`config.mk`:
```
export PLATFORM = sky130hd
export DESIGN_NAME = load_store_unit
export DESIGN_NICKNAME = d
export VERILOG_FILES = /design/src/rtl/lsu_pkg.sv /design/src/rtl/lsu_align.sv /design/src/rtl/load_store_unit.sv
export SDC_FILE = /design/constraint.sdc
export NUM_CORES = 1
export LEC_CHECK = 0
export CAP_MARGIN = 20
export CORE_MARGIN = 1.5
export CORE_UTILIZATION = 44
export CTS_BUF_LIST = sky130_fd_sc_hd__clkbuf_4 sky130_fd_sc_hd__clkbuf_8
export DETAILED_ROUTE_END_ITERATION = 6
export PLACE_DENSITY = 0.9
export SYNTH_ARGS = -nofsm -noshare
export SYNTH_HDL_FRONTEND = slang
export SYNTH_SLANG_ARGS = --single-unit
```
`constraint.sdc`:
```
create_clock -name clk -period 2.1 [get_ports clk]
set_input_delay 0.42 -clock clk [delete_from_list [all_inputs] [get_ports clk]]
set_output_delay 0.42 -clock clk [all_outputs]
set_load 0.02 [all_outputs]
```
`src/rtl/lsu_pkg.sv`:
```
// rtl/lsu_pkg.sv - shared state encoding and funct3 codes for the load/store unit
package lsu_pkg;

    typedef enum logic [2:0] {
        IDLE,
        READ,
        WRITE,
        DONE,
        FAULT
    } lsu_state_t;

    localparam logic [2:0] F3_B  = 3'd0;
    localparam logic [2:0] F3_H  = 3'd1;
    localparam logic [2:0] F3_W  = 3'd2;
    localparam logic [2:0] F3_BU = 3'd4;
    localparam logic [2:0] F3_HU = 3'd5;

    // Funct3 codes that name a real access for the given direction.
    function automatic logic f3_supported(input logic is_store, input logic [2:0] f3);
        if (is_store) begin
            return (f3 == F3_B) || (f3 == F3_H) || (f3 == F3_W);
        end
        return (f3 == F3_B) || (f3 == F3_H) || (f3 == F3_W) || (f3 == F3_BU) || (f3 == F3_HU);
    endfunction

endpackage

```
`src/rtl/lsu_align.sv`:
```
// rtl/lsu_align.sv - lane extraction/extension, store merge and legality check
module lsu_align
    import lsu_pkg::*;
(
    input  logic [1:0]  byte_off,
    input  logic [2:0]  funct3,
    input  logic        is_store,
    input  logic [31:0] rdata,
    input  logic [31:0] store_data,
    output logic [31:0] load_data,
    output logic [31:0] merged_data,
    output logic        illegal
);

    logic [7:0]  byte_val;
    logic [15:0] half_val;

    // Pick the addressed byte and halfword out of the read word.
    always_comb begin
        byte_val = rdata[7:0];
        case (byte_off)
            2'd0:    byte_val = rdata[7:0];
            2'd1:    byte_val = rdata[15:8];
            2'd2:    byte_val = rdata[23:16];
            default: byte_val = rdata[31:24];
        endcase
        half_val = byte_off[1] ? rdata[31:16] : rdata[15:0];
    end

    // Sign- or zero-extend the selected lane into the load result.
    always_comb begin
        load_data = rdata;
        case (funct3)
            F3_B:    load_data = {{24{byte_val[7]}}, byte_val};
            F3_H:    load_data = {{16{half_val[15]}}, half_val};
            F3_BU:   load_data = {24'd0, byte_val};
            F3_HU:   load_data = {16'd0, half_val};
            default: load_data = rdata;
        endcase
    end

    // Overlay the store bytes on the read word; untouched lanes keep their old value.
    always_comb begin
        merged_data = rdata;
        case (funct3)
            F3_B: begin
                case (byte_off)
                    2'd0:    merged_data[7:0]   = store_data[7:0];
                    2'd1:    merged_data[15:8]  = store_data[7:0];
                    2'd2:    merged_data[23:16] = store_data[7:0];
                    default: merged_data[31:24] = store_data[7:0];
                endcase
            end
            F3_H: begin
                if (byte_off[1]) begin
                    merged_data[31:16] = store_data[15:0];
                end else begin
                    merged_data[15:0] = store_data[15:0];
                end
            end
            default: merged_data = store_data;
        endcase
    end

    // Reject unknown funct3 codes and accesses not aligned to their own size.
    always_comb begin
        illegal = !f3_supported(is_store, funct3);
        if ((funct3[1:0] == 2'b01) && byte_off[0]) begin
            illegal = 1'b1;
        end
        if ((funct3 == F3_W) && (byte_off != 2'b00)) begin
            illegal = 1'b1;
        end
    end

endmodule

```
`src/rtl/load_store_unit.sv`:
```
// rtl/load_store_unit.sv - data-memory initiator FSM with read-modify-write for sub-word stores
module load_store_unit
    import lsu_pkg::*;
#(
    parameter int ADDRESS_WIDTH = 20,
    parameter int DATA_WIDTH    = 32
) (
    input  logic                     clk,
    input  logic                     rst,
    input  logic                     MemReq,
    input  logic                     MemWrite,
    input  logic [2:0]               Funct3,
    input  logic [DATA_WIDTH-1:0]    ALUresult,
    input  logic [DATA_WIDTH-1:0]    WriteData,
    output logic [DATA_WIDTH-1:0]    ReadData,
    output logic                     Busy,
    output logic                     Done,
    output logic                     Fault,
    output logic [ADDRESS_WIDTH-1:0] MemAddr,
    output logic                     MemWEN,
    output logic [DATA_WIDTH-1:0]    MemWData,
    input  logic [DATA_WIDTH-1:0]    MemRData
);

    lsu_state_t               state;
    logic [ADDRESS_WIDTH+1:0] addr_q;
    logic                     is_store_q;
    logic [2:0]               f3_q;
    logic [DATA_WIDTH-1:0]    wdata_q;

    logic                     idle;
    logic [1:0]               al_off;
    logic [2:0]               al_f3;
    logic                     al_store;
    logic [DATA_WIDTH-1:0]    load_data;
    logic [DATA_WIDTH-1:0]    merged_data;
    logic                     illegal;

    // Byte-address bits above the RAM range never reach the RAM; the word address wraps.
    logic unused_addr_hi;
    assign unused_addr_hi = ^ALUresult[DATA_WIDTH-1:ADDRESS_WIDTH+2];

    assign idle = (state == IDLE);

    // In IDLE the legality check looks at the incoming request; afterwards at the latched one.
    always_comb begin
        al_off   = idle ? ALUresult[1:0] : addr_q[1:0];
        al_f3    = idle ? Funct3 : f3_q;
        al_store = idle ? MemWrite : is_store_q;
    end

    lsu_align u_align (
        .byte_off    (al_off),
        .funct3      (al_f3),
        .is_store    (al_store),
        .rdata       (MemRData),
        .store_data  (wdata_q),
        .load_data   (load_data),
        .merged_data (merged_data),
        .illegal     (illegal)
    );

    // RAM address follows the request in IDLE so a read can start from the latched copy next cycle.
    always_comb begin
        MemAddr = idle ? ALUresult[ADDRESS_WIDTH+1:2] : addr_q[ADDRESS_WIDTH+1:2];
        MemWEN  = (state == WRITE) && !rst;
        Busy    = !idle;
    end

    // Request sequencing, operand latches and registered Done/Fault/ReadData/MemWData.
    always_ff @(posedge clk) begin
        if (rst) begin
            state      <= IDLE;
            addr_q     <= '0;
            is_store_q <= 1'b0;
            f3_q       <= '0;
            wdata_q    <= '0;
            ReadData   <= '0;
            Done       <= 1'b0;
            Fault      <= 1'b0;
            MemWData   <= '0;
        end else begin
            Done  <= 1'b0;
            Fault <= 1'b0;
            case (state)
                IDLE: begin
                    if (MemReq) begin
                        addr_q     <= ALUresult[ADDRESS_WIDTH+1:0];
                        is_store_q <= MemWrite;
                        f3_q       <= Funct3;
                        wdata_q    <= WriteData;
                        if (illegal) begin
                            state <= FAULT;
                            Done  <= 1'b1;
                            Fault <= 1'b1;
                        end else if (!MemWrite) begin
                            state <= READ;
                        end else if (Funct3 == F3_W) begin
                            state    <= WRITE;
                            MemWData <= WriteData;
                        end else begin
                            state <= READ;
                        end
                    end
                end
                READ: begin
                    if (is_store_q) begin
                        MemWData <= merged_data;
                        state    <= WRITE;
                    end else begin
                        ReadData <= load_data;
                        Done     <= 1'b1;
                        state    <= DONE;
                    end
                end
                WRITE: begin
                    Done  <= 1'b1;
                    state <= DONE;
                end
                DONE:    state <= IDLE;
                FAULT:   state <= IDLE;
                default: state <= IDLE;
            endcase
        end
    end

endmodule

```
Fig. 1: run 1, placement by cell class
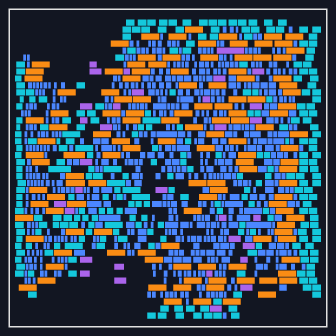
legend:
  orange:
    class: flops
    cells: 127
    share_of_their_area: 28%
  cyan:
    class: other buffers and delay cells
    cells: 260
    share_of_their_area: 27%
  purple:
    class: clock drivers and dummy loads
    cells: 32
    share_of_their_area: 4.4%
  blue:
    class: combinational and other logic
    cells: 664
    share_of_their_area: 40%

Fig. 2: run 1, clock wires, drivers and flops
Bar = 20 um.
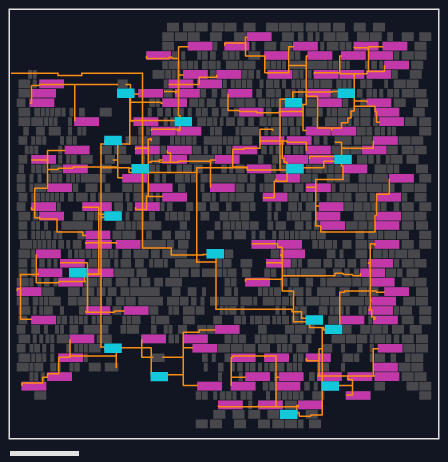
legend:
  cyan:
    item: clock drivers
    count: 17
  orange:
    item: clock wires
    length: 1640 um
  magenta:
    item: flip-flops
    count: 127
flops lie: all over the die
Clock Skew: 0.01372 ns
clock network power share: 0.298
Latency at later pin: 0.47 ns
Power Clock: 2.14 mW

Fig. 3: run 1, clock routing
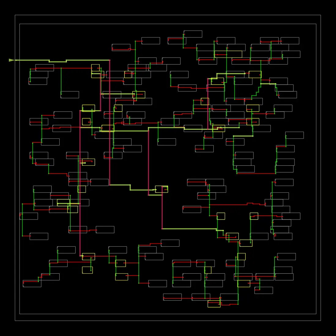
total CTS buffers: 17
CTS sink cnt: 127
clock buffers: 18
flop count: 127

Fig. 4: run 1, M4 wires
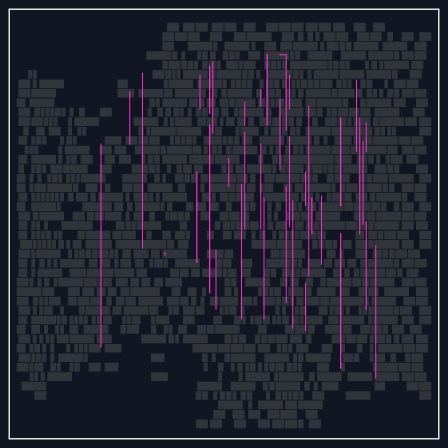
nets with wire on the layer: 30
main direction: vertical
longest straight run: 58.5 um
wire length on this layer: 889 um
total number of vias: 7419
final WL: 23.40 mm

==> reports/results.ini, run 1 <==
[status]
status=finished, violations left
violations=negative setup slack

[global_routing]
track_usage=0.3068
first_global_vias=6818
antenna_found_initial=1
grt_pass1_wl_mm=35.58
grt-ovfl-total=0

[setup_path]
cp_max_fo=22
cp_slowest_stage_delay_ns=0.36
r2r_cells=6
endpoint_kind=primary output
r2r-start=state[2]$_SDFFE_PP0N_
worstSetupStartpointType=flop
critPathKind=flop to primary output
worstPathArrival_ns=1.70
slowest_stage=dfxtp_2
crit_chain=nor3_4 -> inv_2 -> buf_12 -> nand2_1 -> nand2_1 -> buf_4

[final_layout]
nets=1173
fillers=1142
syn2layout_area_growth_pct=45.49
drive_gt1_frac=0.1690
antenna_cells=0

[pwr]
swShare=0.3586
intPower_mw=4.611
power.leakage_nw=3.541
power_density_nw_per_um2=776.2
ir_drop_uv=570.9
combPwrFrac=0.322
p_sw_mw=2.577

[floorplan]
coreArea_um2=13990
fp.dieH_um=123.3
initCoreUtil=0.4550
die_x_um=123.3
rows=43
io_pins=191
dieArea_um2=15200

[synthesis]
async_flop_share=0
netlist_top_cells_count=261 x nand2_1, 127 x dfxtp_1, 101 x o21ai_0
top_cells_by_area=dfxtp_1 40%, nand2_1 15%, o21ai_0 7.9%
ys_area_um2=6365
ff_type=dfxtp_1
ys_seq_elements=127
edf_count=0
most_common_cell=nand2_1
yosysSeqAreaShare=0.3994
top_area_frac=0.3994
syn-num-nets=960
yosys_cells=857
synth.distinct_cells=59

[detailed_routing]
final_antenna_net_count=0
via_per_inst=5.874
wl_per_cell_um=18.52
drt_first_iter_violations=880

[worst_hold_path]
min-delay-start=MemWData[26]$_SDFFE_PP0P_
hold_path.class=flop to flop
hold_end=MemWData[26]$_SDFFE_PP0P_

[final_timing]
finalWorstSetupSlack_ns=-0.01622
grt_setup_unrepaired=true
slew_violations=0
min_period_over_period=1.008
layout_min_cycle_time_ns=2.116
slew_headroom=0.6203
finalSetupViolCount=9
worst_pin_slew_ns=0.5658
finalHoldViolations=0

[flow_run]
warnings=37

[placement]
place.gp.congestion=0.9418
hpwl_mm=16.55
port_buffers=180

[clock_network]
postCtsHoldBufs=0
post_cts_buffers=3
htreeDepth=4
cts_tree=built
cts_resized=90

==> run 1: power groups by stage <==
stage	logic, mW	registers (mW)	clock network [mW]
floorplan	1.11	2.82	0
CTS	2.17	2.72	2.15
finish	2.32	2.73	2.14
detailed placement	2.22	2.78	0
global route	2.47	2.75	2.28
global placement	2.18	2.77	0
==> run 1: flip-flops by register name, summed over array words and instances, names as in the netlist <==
| register | count |
|---|---|
| ReadData | 32 |
| Done | 1 |
| f3_q | 3 |
| state | 3 |
| wdata_q | 32 |
| MemWData | 32 |
| addr_q | 22 |
| Fault | 1 |
| is_store_q | 1 |
==> run 1: routing by layer <==
metal | global-route usage | routed length, um | share of wire
met1 | 0.3898 | 9313 | 0.40
met2 | 0.4767 | 10420 | 0.45
met3 | 0.08902 | 2753 | 0.12
met4 | 0.1509 | 889 | 0.038
met5 | 0 | 17 | 0.00073
==> run 1: worst max-delay path by stage <==
stage	start	to	cells after the start
CTS	state[2]$_SDFFE_PP0N_	ReadData[12]$_SDFFE_PP0P_	6
floorplan	state[2]$_SDFFE_PP0N_	ReadData[10]$_SDFFE_PP0P_	6
global route	state[1]$_SDFFE_PP0N_	MemAddr[12]	6
global placement	ALUresult[1]	ReadData[12]$_SDFFE_PP0P_	7
finish	state[1]$_SDFFE_PP0N_	MemAddr[19]	6
detailed placement	ALUresult[1]	ReadData[12]$_SDFFE_PP0P_	7
==> run 1: cell families after synthesis <==
family	share of synthesized area
and+or+nand+nor	0.2475
xor gates and xnor gates	0.001376
buffers and inverters	0.04855
DFF	0.3994
muxes	0.02536
AOI/OAI and AO/OA	0.2778
==> run 1: cells in the final DEF, fill, tap and decap left out, drive strengths merged, types with 4 or more instances in the layout <==
cell type	count
dfxtp	127
clkdlybuf4s50	157
o22ai	9
a221oi	17
nand3	6
o211ai	10
nand2	261
o2bb2ai	7
nor2	14
or2	8
a21o	9
clkbuf	20
o21ai	112
clkinv	4
mux2i	12
inv	13
nand4	9
a21oi	95
nor3	21
buf	101
a221o	9
nand2b	5
nor2b	9
a211oi	9
==> run 1: layout make-up <==
| class | count | area [um^2] | share of cell area |
|---|---|---|---|
| Tap cell | 180 | 225.2 | 0.02432 |
| Inverter | 6 | 22.52 | 0.002432 |
| Clock inverter | 14 | 148.9 | 0.01608 |
| Clock buffer | 18 | 247.7 | 0.02675 |
| Sequential cell | 127 | 2549 | 0.2752 |
| Multi-Input combinational cell | 658 | 3591 | 0.3878 |
| Timing Repair Buffer | 260 | 2476 | 0.2674 |
==> run 1: through the flow <==
stage | cell area (um^2) | utilization | power (mW) | TNS (ns) | instances
final | 9260 | 0.6620 | 7.188 | -0.05586 | 1263
after global routing | 9260 | 0.6620 | 7.495 | -2.534 | 1263
after CTS | 9123 | 0.6521 | 7.051 | 0 | 1262
after detailed placement | 8803 | 0.6293 | 4.993 | -18.32 | 1227
after global placement | 8803 | 0.6293 | 4.954 | -15.28 | 1227
after floorplan | 6379 | - | 3.926 | 0 | 857
==> run 1: critical path, delay by kind of cell (launching register included) <==
kind,cells,cell delay (ns)
AND/OR/NAND/NOR,3,0.42
flip-flops,1,0.36
buffers and inverters,3,0.44
==> run 1 -> run 2 <==
Settings changed: CAP_MARGIN 20 to 10.
Fig. 5: run 2, placement by cell class
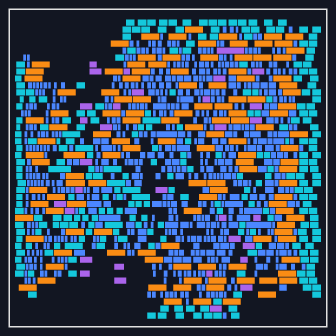
legend:
  purple:
    class: clock drivers and dummy loads
    cells: 32
    share_of_their_area: 4.4%
  blue:
    class: combinational and other logic
    cells: 664
    share_of_their_area: 40%
  cyan:
    class: other buffers and delay cells
    cells: 260
    share_of_their_area: 27%
  orange:
    class: flops
    cells: 127
    share_of_their_area: 28%

==> run 2 against run 1 <==
Utilization unchanged. Synthesized area unchanged. Clock power about the same. Routed wire length unchanged. Register-to-register slack about the same. The run still ends with negative setup slack left. Critical path type unchanged. First-iteration DRC count unchanged.
==> reports/results.ini, run 2 <==
[pwr]
ir_drop_uv=570.9
total_power_mw=7.188
power_density_nw_per_um2=776.2
power.leakage_nw=3.541

[clock_network]
cts-buffers-inserted=17
clock_path_buffers=2
clock.latency.late_pin_ns=0.47
cts_tree=built
postCtsHoldBufs=0
htreeDepth=4
clock-sinks=127

[worst_hold_path]
hold_end=MemWData[26]$_SDFFE_PP0P_
min-delay-start=MemWData[26]$_SDFFE_PP0P_
hold_path.class=flop to flop

[synthesis]
synth.distinct_cells=59
netlist_top_cells_count=261 x nand2_1, 127 x dfxtp_1, 101 x o21ai_0
ff_type=dfxtp_1
async_flop_share=0
top_cells_by_area=dfxtp_1 40%, nand2_1 15%, o21ai_0 7.9%
syn-num-nets=960
most_common_cell=nand2_1
ys_area_um2=6365
top_area_frac=0.3994
edf_count=0
yosys_cells=857
ys_seq_elements=127
yosysSeqAreaShare=0.3994

[detailed_routing]
wl_met3_mm=2.753
via_count=7419
wl_met1_mm=9.313
via_per_inst=5.874
top_layer=met5
wl_met2_mm=10.42
wl_per_cell_um=18.52
final_antenna_net_count=0
routed_wl_mm=23.40
dr.pass1.iters=6
drt_first_iter_violations=880

[floorplan]
die_x_um=123.3
fp.dieH_um=123.3
io_pins=191
dieArea_um2=15200
rows=43
coreArea_um2=13990
initCoreUtil=0.4550

[global_routing]
antenna_found_initial=1
first_global_vias=6818
grt_pass1_wl_mm=35.58
grt-ovfl-total=0

[final_timing]
slew_violations=0
layout_min_cycle_time_ns=2.116
min_period_over_period=1.008
grt_setup_unrepaired=true
finalWorstSetupSlack_ns=-0.01622
finClkSkew_ns=0.01372
slew_headroom=0.6203
worst_pin_slew_ns=0.5658
finalHoldViolations=0
finalSetupViolCount=9

[setup_path]
cpLargestDelayFamily=buffers and inverters
cp_max_fo=22
r2r-start=state[2]$_SDFFE_PP0N_
cp_slowest_stage_delay_ns=0.36
crit_chain=nor3_4 -> inv_2 -> buf_12 -> nand2_1 -> nand2_1 -> buf_4
worstPathArrival_ns=1.70
endpoint_kind=primary output
critPathKind=flop to primary output
crit_buf_inv=3
r2r_cells=6
worstSetupStartpointType=flop

[final_layout]
syn2layout_area_growth_pct=45.49
mostFrequentLayoutCell=nand2_1
final_util=0.6620
drive_gt1_frac=0.1690
antenna_cells=0
lay_top_cells=260 x nand2_1, 157 x clkdlybuf4s50_1, 124 x dfxtp_1
reg_top3=MemWData: 32 flops, ReadData: 32 flops, wdata_q: 32 flops

[placement]
hpwl_mm=16.55
place.gp.congestion=0.9418
port_buffers=180

[flow_run]
warnings=37

[status]
violations=negative setup slack
status=finished, violations left

Fig. 6: run 2, M4 wires
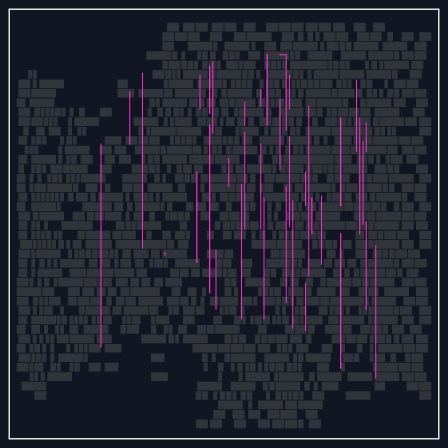
share of all routed wire: 3.8%
longest straight run: 58.5 um
wire length on this layer: 889 um
nets with wire on the layer: 30

==> run 2: cell counts in the layout (fill, tap and decap cells not counted) <==
No cell type changed its count.
==> run 2: how the worst max path moves through the flow <==
stage | depth (start not counted) | startpoint | end | slack [ns]
6_report | 6 | state[1]$_SDFFE_PP0N_ | MemAddr[19] | -0.02
5_1_grt | 6 | state[1]$_SDFFE_PP0N_ | MemAddr[12] | -0.12
4_1_cts | 6 | state[2]$_SDFFE_PP0N_ | ReadData[12]$_SDFFE_PP0P_ | 0.009
3_5_place_dp | 7 | ALUresult[1] | ReadData[12]$_SDFFE_PP0P_ | -0.43
3_3_place_gp | 7 | ALUresult[1] | ReadData[12]$_SDFFE_PP0P_ | -0.40
2_1_floorplan | 6 | state[2]$_SDFFE_PP0N_ | ReadData[10]$_SDFFE_PP0P_ | 0.04
==> run 2: cell families (layout without fill, tap and decap cells) <==
kind of cell,Yosys count,count (layout),share of synthesized area
flip-flops,127,127,0.3994
multiplexers,15,15,0.02536
AND/OR/NAND/NOR,355,355,0.2475
buffers and inverters,72,298,0.04855
AND-OR/OR-AND,287,287,0.2778
XOR/XNOR,1,1,0.001376
==> run 2: area by class of cell <==
| type | count | area, um^2 |
|---|---|---|
| fillers | 1142 | 4728 |
| multi-input cells | 658 | 3591 |
| flip-flops and latches | 127 | 2549 |
| repair buffers | 260 | 2476 |
| clock buffers | 18 | 247.7 |
| well taps | 180 | 225.2 |
| clock inverters | 14 | 148.9 |
| inverters | 6 | 22.52 |
==> run 2: worst reg2reg max path, stage by stage (launching register included) <==
cell and delay [ns]:
dfxtp_4 0.38, o31a_1 0.40, or3b_4 0.43, a211oi_4 0.38, a2111oi_4 0.08, buf_6 0.16
a211oi_1 0.19
==> run 2: where the power goes <==
part           total, mW  internal [mW]  leakage, nW  switching (mW)
clock network       2.14           1.01        0.197            1.13
registers           2.73           2.58         1.04           0.146
logic               2.32           1.02         2.31            1.30
total               7.19           4.61         3.54            2.58
==> run 2: per-stage QoR <==
step	cell area (um^2)	std cells	setup TNS, ns	hold WS (ns)	setup WS (ns)
finish	9260	1263	-0.05586	0.4529	-0.01622
CTS	9123	1262	0	0.4545	0.009402
global route	9260	1263	-2.534	0.4774	-0.1178
global placement	8803	1227	-15.28	0.4381	-0.3964
detailed placement	8803	1227	-18.32	0.4418	-0.4343
floorplan	6379	857	0	0.4365	0.04074
==> run 2: what timing repair did <==
| action | CTS | global route |
|---|---|---|
| endpoints found under the setup margin | 43 | 39 |
| setup buffers | 3 | 0 |
| gates resized | 90 | 36 |
| pin swaps | 2 | 1 |
| cloned | 0 | 1 |
==> run 2: per-layer routing <==
metal,up-vias,GRT usage
met5,-,0
met4,2,0.1509
met3,86,0.08902
met2,491,0.4767
met1,3402,0.3898
li1,3438,-
No activity file was given, so power comes from the tool's default toggle rates.
